### Register map, names as in the netlist, run 1

Other sequential cells in the stronger grey, the rest of the logic in the fainter grey.
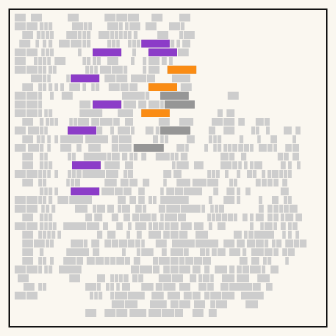
### Pin placement, run 1

Pins as bars across the die edge, other pins in grey.
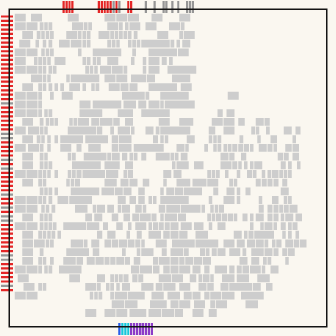
### Signal wires on met3, run 1

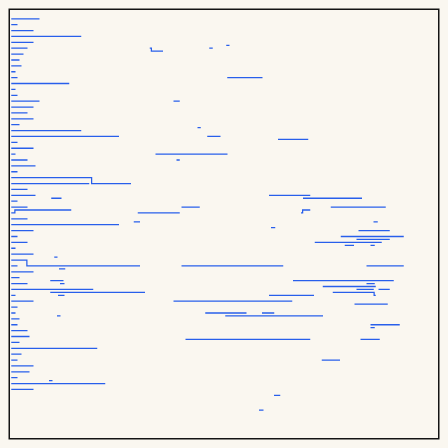
### Routing congestion map, run 1

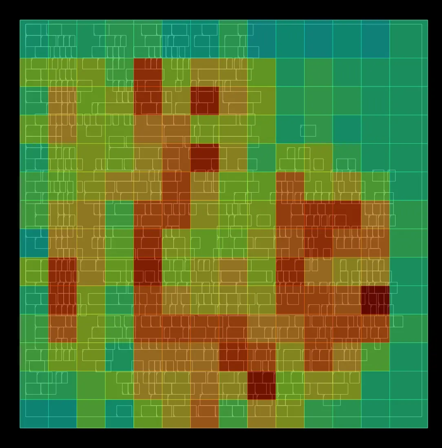
File: config.mk
export PLATFORM = sky130hd
export DESIGN_NAME = chan_arb_mux
export DESIGN_NICKNAME = d
export VERILOG_FILES = /design/src/rtl/chan_arb_pkg.sv /design/src/rtl/rr_arbiter.sv /design/src/rtl/chan_arb_mux.sv
export SDC_FILE = /design/constraint.sdc
export NUM_CORES = 1
export LEC_CHECK = 0
export ABC_AREA = 1
export CORE_UTILIZATION = 29
export CTS_CLUSTER_DIAMETER = 120
export CTS_CLUSTER_SIZE = 10
export DETAILED_ROUTE_END_ITERATION = 8
export PLACE_DENSITY = 0.64
export SYNTH_ARGS = -nofsm -noshare
export SYNTH_HDL_FRONTEND = slang
export SYNTH_HIERARCHICAL = 1
export SYNTH_SLANG_ARGS = --single-unit
File: constraint.sdc
create_clock -name clk -period 3.8 [get_ports clk]
set_input_delay 1.14 -clock clk [delete_from_list [all_inputs] [get_ports clk]]
set_output_delay 1.14 -clock clk [all_outputs]
set_load 0.05 [all_outputs]
File: src/rtl/chan_arb_pkg.sv
// Shared definitions for the channel arbiter/mux: mode encodings and a
// one-hot to index conversion used to recover the granted channel number.
package chan_arb_pkg;

   localparam logic MODE_RR  = 1'b0;
   localparam logic MODE_FIX = 1'b1;

   // Upper bounds for the generic one-hot conversion; callers zero-extend
   // their grant vector and truncate the returned index to their own width.
   localparam int MAX_CH    = 256;
   localparam int MAX_SEL_W = 8;

   // OR together the indices of all set bits; for a one-hot input this is
   // the position of the single set bit, for an all-zero input it is 0.
   function automatic logic [MAX_SEL_W-1:0] onehot_to_idx(input logic [MAX_CH-1:0] oh);
      logic [MAX_SEL_W-1:0] idx;
      idx = '0;
      for (int i = 0; i < MAX_CH; i++) begin
         if (oh[i]) begin
            idx = idx | MAX_SEL_W'(i);
         end
      end
      return idx;
   endfunction

endpackage

File: src/rtl/rr_arbiter.sv
// Combinational arbiter: round-robin search starting after ptr, or a fixed
// channel select. Grant is one-hot or all zero.
module rr_arbiter
   import chan_arb_pkg::*;
#(
   parameter  int N_CH  = 8,
   localparam int SEL_W = $clog2(N_CH)
) (
   input  logic [N_CH-1:0]  req,
   input  logic [SEL_W-1:0] ptr,
   input  logic             mode,
   input  logic [SEL_W-1:0] fix_sel,
   output logic [N_CH-1:0]  grant
);

   logic found;
   int   idx;

   // Grant selection; the fixed path compares against every legal index so
   // an out-of-range fix_sel simply matches nothing.
   always_comb begin
      grant = '0;
      found = 1'b0;
      idx   = 0;
      if (mode == MODE_RR) begin
         for (int k = 1; k <= N_CH; k++) begin
            idx = (int'(ptr) + k) % N_CH;
            if (!found && req[idx]) begin
               grant[idx] = 1'b1;
               found      = 1'b1;
            end
         end
      end else begin
         for (int i = 0; i < N_CH; i++) begin
            if ((int'(fix_sel) == i) && req[i]) begin
               grant[i] = 1'b1;
            end
         end
      end
   end

endmodule

File: src/rtl/chan_arb_mux.sv
// N-channel arbitrated multiplexer with valid/ready handshakes and a single
// registered output stage. No skid buffer: out_ready feeds in_ready
// combinationally so a drained register can be refilled in the same cycle.
module chan_arb_mux
   import chan_arb_pkg::*;
#(
   parameter  int N_CH  = 8,
   parameter  int WIDTH = 8,
   localparam int SEL_W = $clog2(N_CH)
) (
   input  logic                    clk,
   input  logic                    rst_n,
   input  logic                    mode,
   input  logic [SEL_W-1:0]        fix_sel,
   input  logic [N_CH-1:0]         in_valid,
   input  logic [N_CH*WIDTH-1:0]   in_data,
   output logic [N_CH-1:0]         in_ready,
   output logic                    out_valid,
   output logic [WIDTH-1:0]        out_data,
   output logic [SEL_W-1:0]        out_ch,
   input  logic                    out_ready
);

   logic                 out_valid_q, out_valid_d;
   logic [WIDTH-1:0]     out_data_q,  out_data_d;
   logic [SEL_W-1:0]     out_ch_q,    out_ch_d;
   logic [SEL_W-1:0]     ptr_q,       ptr_d;

   logic                 load;
   logic                 xfer;
   logic [N_CH-1:0]      grant;
   logic [SEL_W-1:0]     grant_idx;
   logic [WIDTH-1:0]     sel_data;
   logic [WIDTH-1:0]     masked [N_CH];

   rr_arbiter #(
      .N_CH    (N_CH)
   ) u_arb (
      .req     (in_valid),
      .ptr     (ptr_q),
      .mode    (mode),
      .fix_sel (fix_sel),
      .grant   (grant)
   );

   // The register may take a new word when empty or when being drained.
   assign load      = !out_valid_q || out_ready;
   // Gating with rst_n keeps in_ready low while reset is held.
   assign in_ready  = grant & {N_CH{load & rst_n}};
   assign xfer      = |in_ready;
   assign grant_idx = SEL_W'(onehot_to_idx(MAX_CH'(grant)));

   // Per-channel masking stage of the AND-OR data select.
   genvar gi;
   generate
      for (gi = 0; gi < N_CH; gi++) begin : g_mask
         assign masked[gi] = in_data[gi*WIDTH +: WIDTH] & {WIDTH{grant[gi]}};
      end
   endgenerate

   // OR reduction of the masked slices; at most one slice is non-zero.
   always_comb begin
      sel_data = '0;
      for (int i = 0; i < N_CH; i++) begin
         sel_data = sel_data | masked[i];
      end
   end

   // Next-state for the output register and the round-robin pointer.
   always_comb begin
      out_valid_d = out_valid_q;
      out_data_d  = out_data_q;
      out_ch_d    = out_ch_q;
      ptr_d       = ptr_q;
      if (load) begin
         if (xfer) begin
            out_valid_d = 1'b1;
            out_data_d  = sel_data;
            out_ch_d    = grant_idx;
            ptr_d       = grant_idx;
         end else begin
            out_valid_d = 1'b0;
         end
      end
   end

   // State registers; ptr resets to the last channel so the first search
   // begins at channel 0.
   always_ff @(posedge clk or negedge rst_n) begin
      if (!rst_n) begin
         out_valid_q <= 1'b0;
         out_data_q  <= '0;
         out_ch_q    <= '0;
         ptr_q       <= SEL_W'(N_CH - 1);
      end else begin
         out_valid_q <= out_valid_d;
         out_data_q  <= out_data_d;
         out_ch_q    <= out_ch_d;
         ptr_q       <= ptr_d;
      end
   end

   assign out_valid = out_valid_q;
   assign out_data  = out_data_q;
   assign out_ch    = out_ch_q;

endmodule

==> impl_metrics.json, run 1 <==
{
  "relSlewSlack_pct": 55.0,
  "arrival_ns": 2.97,
  "cts_resized": 81,
  "rr_worst_depth": 25,
  "lay_top_count": "nand2_1",
  "cts.sinks": 15,
  "period_minus_slack_ns": 4.11,
  "antenna_cells": 0,
  "drc": 0,
  "finalPower_uw": 4210,
  "fin_area_um2": 4720,
  "grt-ovfl-total": 0,
  "ys_types": 31,
  "maxCapViolations": 0,
  "gp_congestion": 0.819,
  "antenna_found_initial": 0,
  "startpoint_type": "input port",
  "final_cell_mix": "168 x nand2_1, 82 x clkdlybuf4s50_1, 60 x buf_4",
  "syn_area_per_cell_um2": 5.58,
  "drt_iter0_markers": 174,
  "violations": "negative setup slack",
  "inverters": 38,
  "ant_nets": 0,
  "p_comb_share_pct": 89.7,
  "insertion_delay_ns": 0.25,
  "min_to": "out_ch[2]",
  "critPathRequiredTime_ns": 2.66,
  "flop_area_um2": 379,
  "largest_reg_flops": 8,
  "hpwl_um": 8080,
  "avgViaCountPerCell": 4.89,
  "port_buffers": 98,
  "power_switching_uw": 2390,
  "rrSetupSlack_ns": 0.53,
  "p_clk_share_pct": 3.2,
  "p_int_uw": 1820,
  "top_area_share_pct": 27.4,
  "syn_area_um2": 2730,
  "worst_slack_ns": -0.309,
  "fin_nets": 721,
  "seq_share_pct": 8.04,
  "n_fill_cell": 913,
  "ys_seq_share_pct": 13.9,
  "cp_top_family": "simple AND/OR/NAND/NOR gates",
  "cts_hold_buf": 0,
  "crit_path_cell_trace": "buf_8, nand2_4, nand3_2, nand2_4, nand2_4, nand2_4, buf_6, clkinvlp_4, nand2_1, nand2_1, nor2_1, nand3_1, nor2_1, nand3_1, nand2_1, nand2_2, inv_2, nor2_4, buf_12",
  "grt_pass1_wl_um": 16900,
  "ios": 99,
  "worst_pin_slew_ns": 0.675,
  "core_um2": 9150,
  "critPathSlowestCell": "buf_12",
  "finalSetupViolations": 8,
  "clock_area_share_pct": 0.981,
  "end_kind": "output pin",
  "drive_gt1_share_pct": 31.3,
  "cp_common_cell": "nand2_4",
  "taps": 111,
  "min-delay-start": "out_ch[2]",
  "cts_setup_buffers": 8,
  "root_buffer": "clkbuf_8",
  "synth_chip_area_um2": 2730,
  "reg2reg_from": "ptr_q[0]",
  "die_w_um": 98.9,
  "crit_type": "in -> out",
  "nFlopsAndLatches": 15,
  "clkSlewWorstSetupHoldPaths_ns": 0.06,
  "power.density_nw_per_um2": 893,
  "logic_gate_count": 415,
  "path_max_fanout": 8,
  "comb_share_pct": 50.4,
  "syn_to_final_growth_pct": 73.1,
  "finalSetupTns_ns": -1.94,
  "yosysWarnings": 6,
  "period_used_pct": 108,
  "crit_buf_inv": 5,
  "synth_stat.cells": 488,
  "final_cells": 746,
  "skew_ns": 0.00286,
  "grt_use_total_pct": 21.6,
  "synth_nets": 573,
  "wl_per_cell_um": 13.8,
  "status": "finished, violations left",
  "worst_r2r_endpoint": "out_ch[1]",
  "cp_slowest_stage_delay_ns": 0.17,
  "hold_viol_final": 0,
  "initCoreUtil_pct": 29.8,
  "buffers": 163,
  "die_area_um2": 9790,
  "fmax_mhz": 243,
  "fp.dieH_um": 98.9,
  "leakage_uw": 0.00236,
  "min-delay-path-class": "reg -> reg",
  "p_sw_share_pct": 56.7,
  "grt_max_degree": 21,
  "rsz0062_at_grt": "true",
  "largest_area_cell": "nand2_1",
  "seqPwrFrac_pct": 7.1,
  "grt_pass1_vias": 3562,
  "place_ws_ns": -0.769
}
About 'Register map, names as in the netlist':
- out_ch: orange (sequential cells 3)
- out_data: purple (sequential cells 8)
- not coloured: 4

About 'Pin placement':
- fix_sel: cyan (pins 3; direction input; edge bottom)
- in_valid: purple (pins 8; direction input; edge bottom)
- mode: blue (pins 1; direction input; edge bottom)
- in_data: red (pins 64; direction input; edge 52 left, 12 top)

About 'Signal wires on met3':
- wire length on this layer: 770 µm
- main direction: horizontal
- longest straight run: 28.5 µm
- share of all routed wire: 7.5%
- nets with wire on the layer: 100

About 'Routing congestion map':
grt met2 use: 40.7%
met3 Resource Use GR: 4.11%
Finished Core Util: 51.5%

run 1: worst max path at each step:
| stage | end | slack, ns | cells past startpoint |
|---|---|---|---|
| floorplan | in_ready[2] | -0.13 | 21 |
| finish | in_ready[1] | -0.31 | 19 |
| detailed placement | in_ready[2] | -0.77 | 19 |
| global route | in_ready[4] | -0.42 | 19 |
| global placement | in_ready[2] | -0.73 | 19 |
| CTS | in_ready[1] | -0.25 | 19 |
run 1: cells in the mapped netlist:
library cell,instances
buf_2,3
dfstp_2,3
nor2_4,3
inv_1,34
nand3_1,80
nand2_2,8
buf_4,5
nand2_4,6
nor2_1,60
nand3_2,9
nand4_1,9
a21oi_4,1
nand2_1,199
clkinv_1,1
o21a_1,1
nor2_2,1
inv_4,1
buf_12,2
a211oi_2,1
inv_2,2
o21ai_1,2
nor3_1,12
xor2_1,1
buf_6,7
xnor2_2,1
ha_1,6
a21oi_1,1
clkbuf_1,3
nor2_8,2
nand3b_1,12
dfrtp_1,12
run 1: cells by family after synthesis:
logic type	synth area share [%]
XOR/XNOR	0.918
AND-OR/OR-AND	1.88
AND/OR/NAND/NOR	68.5
buffers and inverters	12.0
flip-flops	13.9
adder cells (fa/ha/maj)	2.75
run 1: power groups by stage:
stage | registers [µW] | clock network [µW] | logic (µW)
CTS | 302 | 138 | 3640
global placement | 301 | 0 | 3430
floorplan | 493 | 0 | 2210
detailed placement | 304 | 0 | 3440
global route | 313 | 144 | 4120
finish | 300 | 133 | 3780
run 1: per-layer routing:
| layer | vias up | track usage, % | wire, µm |
|---|---|---|---|
| met5 | - | 0 | 0 |
| met4 | 0 | 6.77 | 289 |
| met3 | 31 | 4.11 | 770 |
| met2 | 148 | 40.7 | 5170 |
| met1 | 1621 | 24.4 | 4070 |
| li1 | 1848 | - | - |
==> run 1 -> run 2 <==
CORE_UTILIZATION = 42   (was 29)
PLACE_DENSITY = 0.85   (was 0.64)
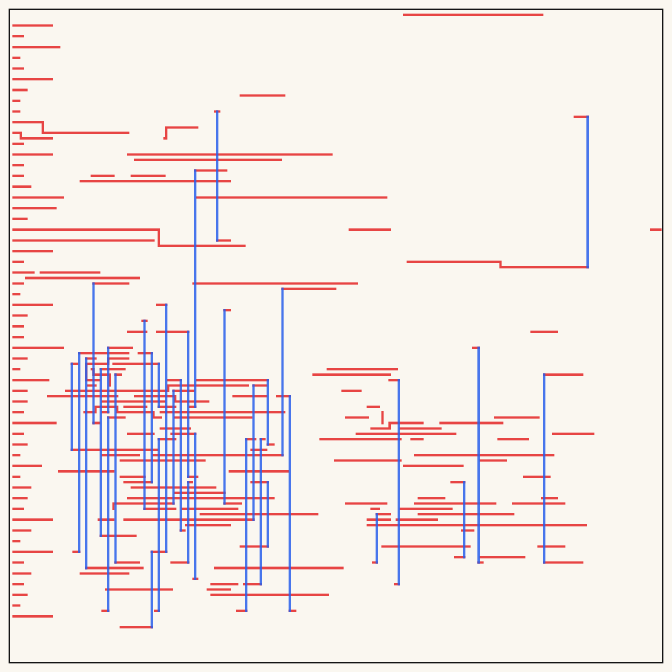
*Signal wires by layer, run 2*
Two of the layers only.
- metal 3: red (wire length 1070 µm)
- metal 4: blue (wire length 650 µm)

==> run 2 against run 1 <==
Effect of this change:
- the run still ends with negative setup slack left
- fmax is 1.9% lower
- clock-buffer cell count is the same
- global-route usage up 12 points
- worst hold slack improved by 0.0036 ns
- register-to-register slack worse by 0.14 ns
- cell count down 4.0%
- power rose by 6.2%
- design area up 1.4%
- combinational power up 6.9%
==> impl_metrics.json, run 2 <==
{
  "insertion_delay_ns": 0.25,
  "gp_congestion": 0.950,
  "lay_top_count": "nand2_1",
  "syn_area_per_cell_um2": 5.58,
  "min_to": "out_ch[2]",
  "rsz0062_at_grt": "true",
  "syn_area_um2": 2730,
  "avgViaCountPerCell": 5.72,
  "hpwl_um": 8470,
  "synth_nets": 573,
  "die_w_um": 82.6,
  "core_um2": 6100,
  "grt_pass1_wl_um": 17200,
  "min-delay-path-class": "reg -> reg",
  "rrSetupSlack_ns": 0.39,
  "flop_cell": "dfrtp_1",
  "startpoint_type": "input port",
  "place_ws_ns": -0.751,
  "cts_hold_buf": 0,
  "finalPower_uw": 4470,
  "grt_max_degree": 22,
  "period_minus_slack_ns": 4.19,
  "end_kind": "output pin",
  "arrival_ns": 3.05,
  "finalSetupViolations": 8,
  "antenna_cells": 0,
  "clkSlewWorstSetupHoldPaths_ns": 0.06,
  "ios": 99,
  "fin_area_um2": 4780,
  "n_fill_cell": 391,
  "cp_common_cell": "nand2_2",
  "critPathSlowestCell": "buf_12",
  "power.density_nw_per_um2": 935,
  "period_used_pct": 110,
  "critPathRequiredTime_ns": 2.66,
  "top_area_share_pct": 27.4,
  "ant_nets": 0,
  "syn_to_final_growth_pct": 75.6,
  "status": "finished, violations left",
  "rr_worst_depth": 25,
  "leakage_uw": 0.00241,
  "fp.dieH_um": 82.6,
  "wl_per_cell_um": 17.4,
  "worst_slack_ns": -0.390,
  "drt_iter0_markers": 439,
  "final_cell_mix": "166 x nand2_1, 82 x clkdlybuf4s50_1, 63 x buf_4",
  "port_buffers": 98,
  "worst_pin_slew_ns": 0.668,
  "root_buffer": "clkbuf_8",
  "grt_pass1_vias": 3718,
  "crit_type": "in -> out",
  "violations": "negative setup slack",
  "synth_chip_area_um2": 2730,
  "ys_seq_share_pct": 13.9,
  "synthArstFlopShare_pct": 100,
  "fin_nets": 727,
  "skew_ns": 0.00135,
  "fmax_mhz": 239,
  "edf_count": 0,
  "die_area_um2": 6810,
  "finalSetupTns_ns": -2.79,
  "crit_path_cell_trace": "buf_6, nand2_2, nand3_2, nand2_2, nand2_1, nand2_2, nand2_4, nor2_8, nand3_4, nor2_4, buf_6, buf_12, nand3_1, nand3_2, nand2_2, nand2_2, inv_4, nor2_4, buf_12",
  "yosysWarnings": 6,
  "grt-ovfl-total": 0,
  "post-route-util_pct": 78.5,
  "drive_gt1_share_pct": 33.5,
  "final_cells": 716,
  "grt_use_total_pct": 33.4
}
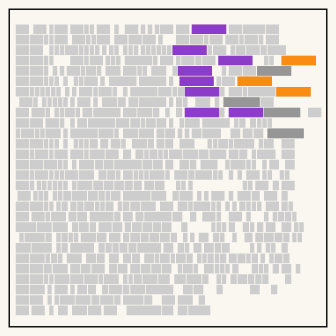
*Register map, names as in the netlist, run 2*
Other sequential cells in the stronger grey, the rest of the logic in the fainter grey.
- out_data: purple (sequential cells 8; where top middle)
- out_ch: orange (sequential cells 3)

[run 2: cell counts after synthesis]
No cell type changed its count.
[run 2: logic make-up after synthesis]
group,synth area share [%]
simple gates,68.5
buf+inv,12.0
flops,13.9
compound gates,1.88
fa+ha+maj,2.75
xor+xnor,0.918
[run 2: area by class of cell]
type                    instances  area, µm²  share of cell area [%]
flip-flops and latches         15        379                    7.92
well taps                      75       93.8                    1.96
clock inverters                 1       5.00                   0.105
clock buffers                   3       41.3                   0.863
multi-input cells             415       2430                    50.8
inverters                      38        161                    3.37
repair buffers                169       1680                    35.0
[run 2: worst max path at each step]
stage / startpoint / end / slack (ns) / depth (start not counted)
detailed placement: in_valid[2] / in_ready[5] / -0.75 / 17
CTS: in_valid[5] / in_ready[3] / -0.21 / 19
floorplan: ptr_q[0] / in_ready[2] / -0.13 / 21
finish: in_valid[7] / in_ready[6] / -0.39 / 19
global route: in_valid[3] / in_ready[3] / -0.44 / 19
global placement: in_valid[1] / in_ready[3] / -0.68 / 17
[run 2: report_power, final]
part	switching (µW)	internal (µW)	leakage [µW]
clock	58.3	72.7	0.0000255
sequential	56.5	247	0.000184
combinational	2500	1540	0.00220
[run 2: worst max-delay path, delay by kind of cell]
kind                   cells  cell delay, ns
buffers and inverters      5            0.54
and+or+nand+nor           14            1.36
[run 2: routing by layer]
layer	vias up	global-route usage, %	wire (µm)	part of all wire [%]
li1	1865	-	-	-
met3	72	6.70	1070	8.6
met5	-	0	0	0
met2	303	56.9	5980	48
met4	0	15.0	650	5.2
met1	1855	40.2	4730	38
[run 2: timing repair]
action | in CTS | in global routing
cloned | 1 | 0
gates resized | 92 | 20
pin swaps | 42 | 30
endpoints found under the setup margin | 8 | 8
buffers inserted | 15 | 8
No activity file was given, so power comes from the tool's default toggle rates.
